$ cat src/rtl/shifter_arbiter.sv
// Round-robin arbiter/sequencer sharing one combinational 32-bit logical-right
// shifter between two requesters; one operation in flight, result per port.
module shifter_arbiter (
  input  logic        clk,
  input  logic        reset,
  input  logic        req0,
  input  logic        req1,
  input  logic [31:0] dataA0,
  input  logic [31:0] dataA1,
  input  logic [4:0]  shamt0,
  input  logic [4:0]  shamt1,
  input  logic [5:0]  funct0,
  input  logic [5:0]  funct1,
  output logic        gnt0,
  output logic        gnt1,
  output logic        done0,
  output logic        done1,
  output logic [31:0] result0,
  output logic [31:0] result1,
  output logic        err0,
  output logic        err1,
  output logic [31:0] sh_dataA,
  output logic [31:0] sh_dataB,
  output logic [5:0]  sh_signal,
  input  logic [31:0] sh_dataOut
);

  localparam logic [5:0] SRL_FUNCT = 6'b000010;

  typedef enum logic [1:0] {IDLE, DRIVE, DONE} state_t;

  state_t      state_q, state_d;
  logic        last_grant_q, last_grant_d;
  logic [5:0]  funct_q, funct_d;
  logic        gnt0_q, gnt0_d, gnt1_q, gnt1_d;
  logic        done0_q, done0_d, done1_q, done1_d;
  logic [31:0] result0_q, result0_d, result1_q, result1_d;
  logic        err0_q, err0_d, err1_q, err1_d;
  logic [31:0] sh_dataA_q, sh_dataA_d, sh_dataB_q, sh_dataB_d;
  logic [5:0]  sh_signal_q, sh_signal_d;

  logic        win_valid;
  logic        win_port;
  logic [5:0]  win_funct;
  logic        cap_err;
  logic [31:0] cap_result;

  // Under contention the port that did not win last time goes first.
  assign win_valid  = req0 | req1;
  assign win_port   = (req0 & req1) ? ~last_grant_q : ~req0;
  assign win_funct  = win_port ? funct1 : funct0;
  assign cap_err    = (funct_q != SRL_FUNCT);
  assign cap_result = cap_err ? 32'h0 : sh_dataOut;

  always_comb begin
    // NOTE: every signal gets a default before the branches, so no path
    // through this block can leave one unassigned and infer a latch.
    state_d      = state_q;
    last_grant_d = last_grant_q;
    funct_d      = funct_q;
    gnt0_d       = 1'b0;
    gnt1_d       = 1'b0;
    done0_d      = 1'b0;
    done1_d      = 1'b0;
    result0_d    = result0_q;
    result1_d    = result1_q;
    err0_d       = err0_q;
    err1_d       = err1_q;
    sh_dataA_d   = sh_dataA_q;
    sh_dataB_d   = sh_dataB_q;
    sh_signal_d  = 6'b000000;

    if (state_q == DRIVE) begin
      // The shifter output is settled by the end of DRIVE; last_grant names the owner.
      state_d = DONE;
      if (last_grant_q) begin
        result1_d = cap_result;
        err1_d    = cap_err;
        done1_d   = 1'b1;
      end else begin
        result0_d = cap_result;
        err0_d    = cap_err;
        done0_d   = 1'b1;
      end
    end else if (win_valid) begin
      state_d      = DRIVE;
      last_grant_d = win_port;
      funct_d      = win_funct;
      gnt0_d       = ~win_port;
      gnt1_d       = win_port;
      sh_dataA_d   = win_port ? dataA1 : dataA0;
      sh_dataB_d   = {27'b0, (win_port ? shamt1 : shamt0)};
      sh_signal_d  = (win_funct == SRL_FUNCT) ? SRL_FUNCT : 6'b000000;
    end else begin
      state_d = IDLE;
    end
  end

  always_ff @(posedge clk) begin
    // NOTE: non-blocking assignments make every flop sample the values from
    // before the edge, independent of statement order.
    if (!reset) begin
      state_q      <= IDLE;
      last_grant_q <= 1'b1;
      funct_q      <= 6'b000000;
      gnt0_q       <= 1'b0;
      gnt1_q       <= 1'b0;
      done0_q      <= 1'b0;
      done1_q      <= 1'b0;
      result0_q    <= 32'h0;
      result1_q    <= 32'h0;
      err0_q       <= 1'b0;
      err1_q       <= 1'b0;
      sh_dataA_q   <= 32'h0;
      sh_dataB_q   <= 32'h0;
      sh_signal_q  <= 6'b000000;
    end else begin
      state_q      <= state_d;
      last_grant_q <= last_grant_d;
      funct_q      <= funct_d;
      gnt0_q       <= gnt0_d;
      gnt1_q       <= gnt1_d;
      done0_q      <= done0_d;
      done1_q      <= done1_d;
      result0_q    <= result0_d;
      result1_q    <= result1_d;
      err0_q       <= err0_d;
      err1_q       <= err1_d;
      sh_dataA_q   <= sh_dataA_d;
      sh_dataB_q   <= sh_dataB_d;
      sh_signal_q  <= sh_signal_d;
    end
  end

  assign gnt0      = gnt0_q;
  assign gnt1      = gnt1_q;
  assign done0     = done0_q;
  assign done1     = done1_q;
  assign result0   = result0_q;
  assign result1   = result1_q;
  assign err0      = err0_q;
  assign err1      = err1_q;
  assign sh_dataA  = sh_dataA_q;
  assign sh_dataB  = sh_dataB_q;
  assign sh_signal = sh_signal_q;

endmodule

$ cat config.mk
export PLATFORM = sky130hd
export DESIGN_NAME = shifter_arbiter
export DESIGN_NICKNAME = d
export VERILOG_FILES = /design/src/rtl/shifter_arbiter.sv
export SDC_FILE = /design/constraint.sdc
export NUM_CORES = 1
export LEC_CHECK = 0
export ABC_AREA = 0
export CAP_MARGIN = 5
export CORE_MARGIN = 2
export CORE_UTILIZATION = 44
export DETAILED_ROUTE_END_ITERATION = 10
export PLACE_DENSITY = 0.88
export SYNTH_ARGS = -nofsm -noshare
export SYNTH_HDL_FRONTEND = slang
export SYNTH_SLANG_ARGS = --single-unit
$ cat constraint.sdc
create_clock -name clk -period 3.1 [get_ports clk]
set_input_delay 0.93 -clock clk [delete_from_list [all_inputs] [get_ports clk]]
set_output_delay 0.93 -clock clk [all_outputs]
set_load 0.03 [all_outputs]
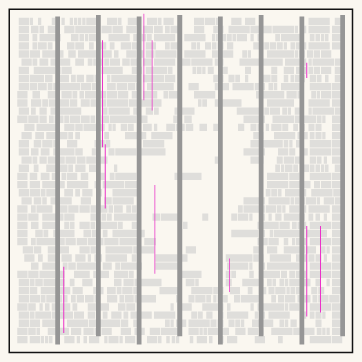
(run_1/layer_met4.png)
(3 px per um) Supply wires on this layer in gray. Cells faint in the background.
longest straight run: 35.4 um
nets with wire on the layer: 10

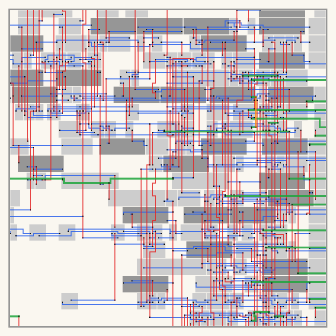
(run_1/detail.png)
Region (60, 60) to (110, 110) um. Cells in gray, sequential cells in the stronger gray; small squares are vias.
legend:
  green:
    layer: metal 3
  orange:
    layer: metal 4
  blue:
    layer: metal 1
  red:
    layer: metal 2
most frequent: clkdlybuf4s50_1 (40), nand4_1 (31), a21oi_1 (31)
cells with their middle in the window: 175
netlist names of flops here include: `result1` (16), `result0` (11)
sequential cells in the window: 28

==> notes.md, run 1 <==
impl run done, here's what came out: Die Span Y 114 um, post-layout util 68.0%, worst setup path startpoint result1[5], Post-CTS Hold Buffers 0, adder-cell area share of the yosys netlist 0%, tally of OpenROAD warnings 28, final period demand of the worst path 2.39 ns, Std-Cell Rows 40, sequence of cells on the critical path clkdlybuf4s50_1, type of the worst min-delay path register to register, count of antenna-violating nets left after detailed routing 0, Max Cap Violations 0, worst-case setup slack after placement 0.558 ns, arrival time of the worst setup path 1.46 ns, sequential cell fraction of total power 35.5%, number of standard cells in the layout, taps in and fillers out 968, unique cell type count in the Yosys netlist 33, number of tap cells inserted 147, global-route wire length before repair 25800 um, largest driver fanout on the critical path 2, average routed wire per standard cell 17.0 um, area fraction in mux cells 0%, relative contribution of the clock network to total power 45.5%, buffer-and-inverter tally for the worst setup path 1, sequential cell area fraction in the yosys report 44.0%, DRC 0, Resized Gates After CTS 0, met1 Resource Use GR 29.7%, instance tally after logic synthesis 620, Top class by area logic gates, launching element type of the critical path register, met1 layer wirelength in the final routing 6460 um, run status finished clean, synthesized-area fraction occupied by xor and xnor cells 0%, Critical Path Sink Type primary output, All-Layer GR Usage 24.7%, most common library cells after synthesis dfxtp_1 (117), a21oi_1 (108), nand2_1 (64), nand4_1 (64), nand3b_1 (44), CTS buffer count 17, cell type with the largest total area dfxtp_1, number of fill cells in the layout 948, FMAX 419 MHz, final RePlAce weighted congestion 0.821, group drawing the most power clock, Synthesized registers 117, CTS HTree Levels 4, final design instance area without fill 8100 um^2, largest net degree at the start of global routing 114, most common logic cell in the routed design clkdlybuf4s50_1, final setup violating endpoints 0, net switching share of the total power 26.9%, async set-or-reset flop fraction in the synthesized netlist 0%, critical setup path kind register to primary output, chip area in the Yosys report 5320 um^2, Multi-Input Combinational 425, synth warn 0, Lkg Pwr 2.76 nW
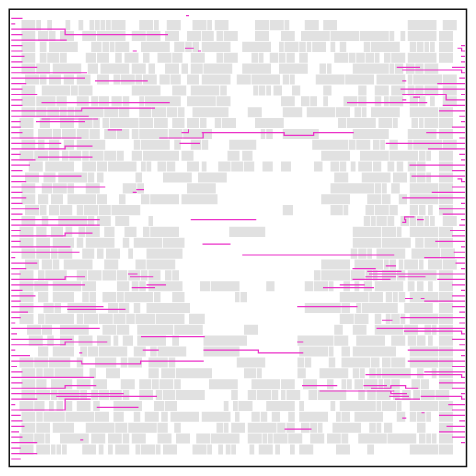
(run_1/layer_met3.png)
(4 px per um) Cells faint in the background.
longest straight run: 37.7 um
main direction: horizontal
nets with wire on the layer: 185
total via count after detailed routing: 5434
met3 GRT Util: 8.40%
Final Routed Wirelength: 16400 um

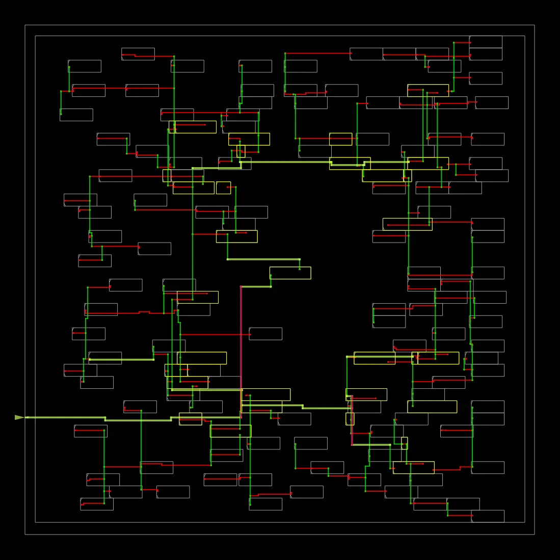
(run_1/clocks.png)
Final Skew: 0.0184 ns
insertion delay at the late pin of the worst-skew pair: 0.41 ns

==> run_1/io_placement.png <==
(3 px per um) Pins as bars across the die edge, other pins in gray.
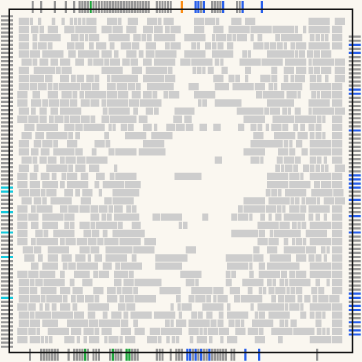

==> run 1 -> run 2 <==
- CORE_UTILIZATION: 44 -> 37
- PLACE_DENSITY: 0.88 -> 0.79
- clock period: 3.1 -> 2 ns (I/O delays scaled with it)
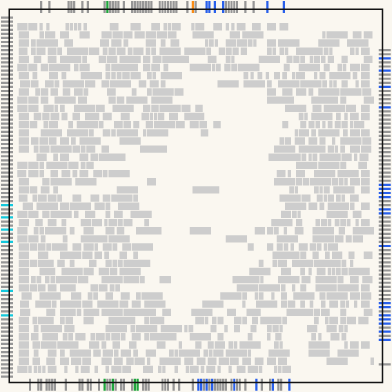
(run_2/io_placement.png)
(3 px per um) Pins as bars across the die edge, other pins in gray.
legend:
  blue:
    port: `result0`
    pins: 32
    direction: output
    edge: 18 right, 8 bottom, 6 top
  green:
    port: `shamt0`
    pins: 5
    direction: input
    edge: 4 bottom, 1 top
  cyan:
    port: `funct1`
    pins: 6
    direction: input
    edge: left
  orange:
    port: `gnt1`
    pins: 1
    direction: output
    edge: top
all pins by edge: 89 left, 73 right, 55 bottom, 45 top
number of port buffers: 229
Die Span Y: 124 um
horizontal die size: 124 um

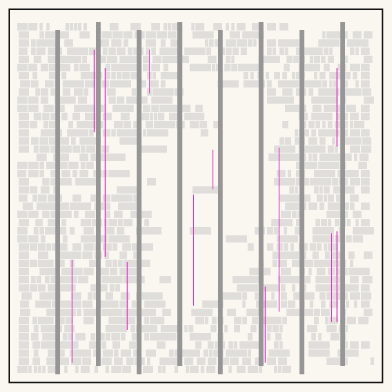
(run_2/layer_met4.png)
(3 px per um) Supply wires on this layer in gray. Cells faint in the background.
nets with wire on the layer: 9
main direction: vertical
longest straight run: 62.6 um
share of all routed wire: 2.3%
Final Routed Wirelength: 16400 um
total via count after detailed routing: 5455

==> run 2 against run 1 <==
Against the previous run: cell count is 4.4% higher; die size is 18% higher; synthesized area stayed put; final area is 0.31% higher; utilization is 9.7 points lower; global-route usage is 3.8 points lower; synthesized cell count stayed put; hold slack worse by 0.0021 ns; power is 48% higher; first-iteration DRC count is 47% lower; register-to-register slack worse by 0.98 ns.
==> notes.md, run 2 <==
impl run done, here's what came out: average routed wire per standard cell 16.2 um, Cell Area, Placed 7690 um^2, final RePlAce weighted congestion 0.795, Final Skew 0.00554 ns, number of fill cells in the layout 1284, Post-CTS Hold Buffers 0, cell type with the largest total area dfxtp_1, adder-cell area share of the yosys netlist 0%, Max Cap Violations 0, Inverters, non-clock 4, top_reg_cell synth dfxtp_1, run status finished clean, number of standard cells in the layout, taps in and fillers out 1011, CTS Sinks 117, chip area in the Yosys report 5320 um^2, final period demand of the worst path 1.82 ns, post-layout util 58.3%, type of the worst min-delay path register to register, buffer-and-inverter tally for the worst setup path 1, I/O pin count 262, most common library cells after synthesis dfxtp_1 (117), a21oi_1 (108), nand2_1 (64), nand4_1 (64), nand3b_1 (44), global-route wire length before repair 25000 um, worst setup path startpoint sh_dataA[10], sequential cell area fraction in the yosys report 44.0%, group drawing the most power clock, instance tally after logic synthesis 620, relative contribution of the clock network to total power 42.9%, area fraction in mux cells 0%, worst-case setup slack after placement -0.127 ns, launching element type of the critical path register, met3 GRT Util 9.71%, Non-Clock Buffer Area Fraction 30.3%, length in cells of the worst reg-to-reg path 3, synth warn 0, async set-or-reset flop fraction in the synthesized netlist 0%, arrival time of the worst setup path 1.22 ns, vias in the first global route 5023, sequence of cells on the critical path dlygate4sd2_1, DRC 0, net switching share of the total power 28.0%, Std-Cell Rows 43, Top class by area logic gates, final setup violating endpoints 0, tally of OpenROAD warnings 26, largest driver fanout on the critical path 2, Resized Gates After CTS 108, Lkg Pwr 3.26 nW, top cell family by delay on the critical path buffers and inverters, critical setup path kind register to primary output, Synthesized registers 117, largest net degree at the start of global routing 67, count of antenna-violating nets left after detailed routing 0, number of tap cells inserted 180, met1 layer wirelength in the final routing 6470 um, final design instance area without fill 8120 um^2, sequential cell fraction of total power 37.3%, CTS HTree Levels 4, insertion delay at the late pin of the worst-skew pair 0.42 ns, synthesized-area fraction occupied by xor and xnor cells 0%, unique cell type count in the Yosys netlist 33, All-Layer GR Usage 20.9%, Multi-Input Combinational 425, CTS buffer count 17
==> run_2/layer_met3.png <==
(4 px per um) Cells faint in the background.
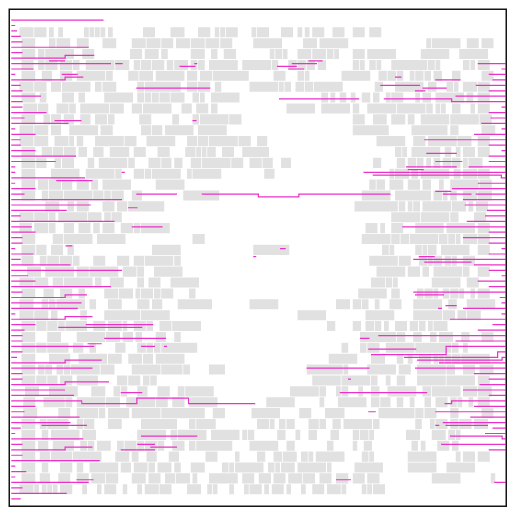

==> run 2 -> run 3 <==
- SKIP_CTS_REPAIR_TIMING: not set -> 1
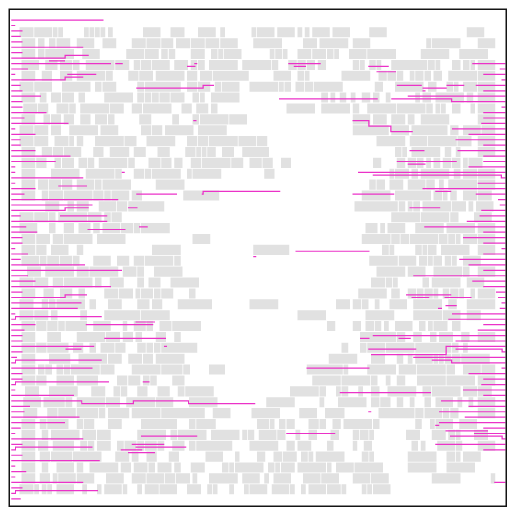
(run_3/layer_met3.png)
(4 px per um) Cells faint in the background.
longest straight run: 36.6 um
nets with wire on the layer: 188
share of all routed wire: 12%
main direction: horizontal
wire length on this layer: 2010 um
met3 GRT Util: 9.80%
Final Routed Wirelength: 16700 um

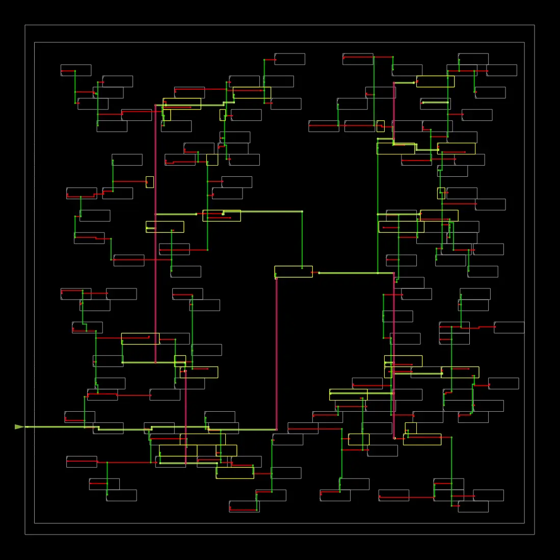
(run_3/clocks.png)
CTS buffer count: 17
insertion delay at the late pin of the worst-skew pair: 0.42 ns

==> run 3 against run 2 <==
Against the previous run: global-route usage down 0.077 points; synthesized area stayed put; first-iteration DRC count down 11%; register-to-register slack about the same; sequential power about the same; power up 0.84%; final area grew 5.0%; clock power barely moved; wire length up 2.1%; clock skew grew 0.00075 ns; non-clock buffer count did not move; highest routed layer unchanged.
==> notes.md, run 3 <==
impl run done, here's what came out: run status finished clean, worst setup path startpoint req0, net switching share of the total power 27.9%, tally of OpenROAD warnings 26, number of standard cells in the layout, taps in and fillers out 1011, Die Span Y 124 um, Final Skew 0.00629 ns, area fraction in mux cells 0%, Top class by area buffers, sequence of cells on the critical path clkdlybuf4s50_1, or2_1, buf_4, a21oi_1, a311oi_2, length in cells of the worst reg-to-reg path 3, horizontal die size 124 um, largest net degree at the start of global routing 67, FMAX 585 MHz, Compound Share, Synth 23.4%, clock-pin transition on the worst setup and hold timing paths 0.05 ns, launching element type of the critical path input pin, DRC 0, number of tap cells inserted 180, sequential cell area fraction in the yosys report 44.0%, synth warn 0, synthesized-area fraction occupied by xor and xnor cells 0%, Inverters, non-clock 4, relative contribution of the clock network to total power 42.6%, number of port buffers 229, Synthesized registers 117, critical setup path kind input pin to register, post-layout util 61.2%, final design instance area without fill 8530 um^2, met1 Resource Use GR 23.8%, top_reg_cell synth dfxtp_1, cell with the largest stage delay on the worst path clkdlybuf4s50_1, Top Layer Used met4, final period demand of the worst path 1.71 ns, CTS Sinks 117, cell type with the largest total area dfxtp_1, async set-or-reset flop fraction in the synthesized netlist 0%, Non-Clock Buffer Area Fraction 33.7%, Max Cap Violations 0, Core Util at FP 38.2%, I/O pin count 262, final setup violating endpoints 0, Lkg Pwr 4.65 nW, instance tally after logic synthesis 620, largest driver fanout on the critical path 27, Worst Min Path Start result0[7], All-Layer GR Usage 20.8%, vias in the first global route 5011, adder-cell area share of the yosys netlist 0%, sequential cell fraction of total power 37.0%, Final Max Slew Viols 0, worst slew pin tran 0.818 ns, Std-Cell Rows 43, CTS HTree Levels 4, total via count after detailed routing 5462, clock tree from TritonCTS done, met1 layer wirelength in the final routing 6540 um, Multi-Input Combinational 425, buffer-and-inverter tally for the worst setup path 2, unique cell type count in the Yosys netlist 33, global-route wire length before repair 25000 um, Cell Area, Placed 7690 um^2, average routed wire per standard cell 16.6 um, final RePlAce weighted congestion 0.795, Synth logic family AND-OR/OR-AND gates, group drawing the most power clock, Critical Path Sink Type register, type of the worst min-delay path register to register, count of antenna-violating nets left after detailed routing 0, arrival time of the worst setup path 2.03 ns, chip area in the Yosys report 5320 um^2, number of fill cells in the layout 1162, top cell family by delay on the critical path buffers and inverters
Power figures rest on the tool's default switching activity, not on a simulated workload.
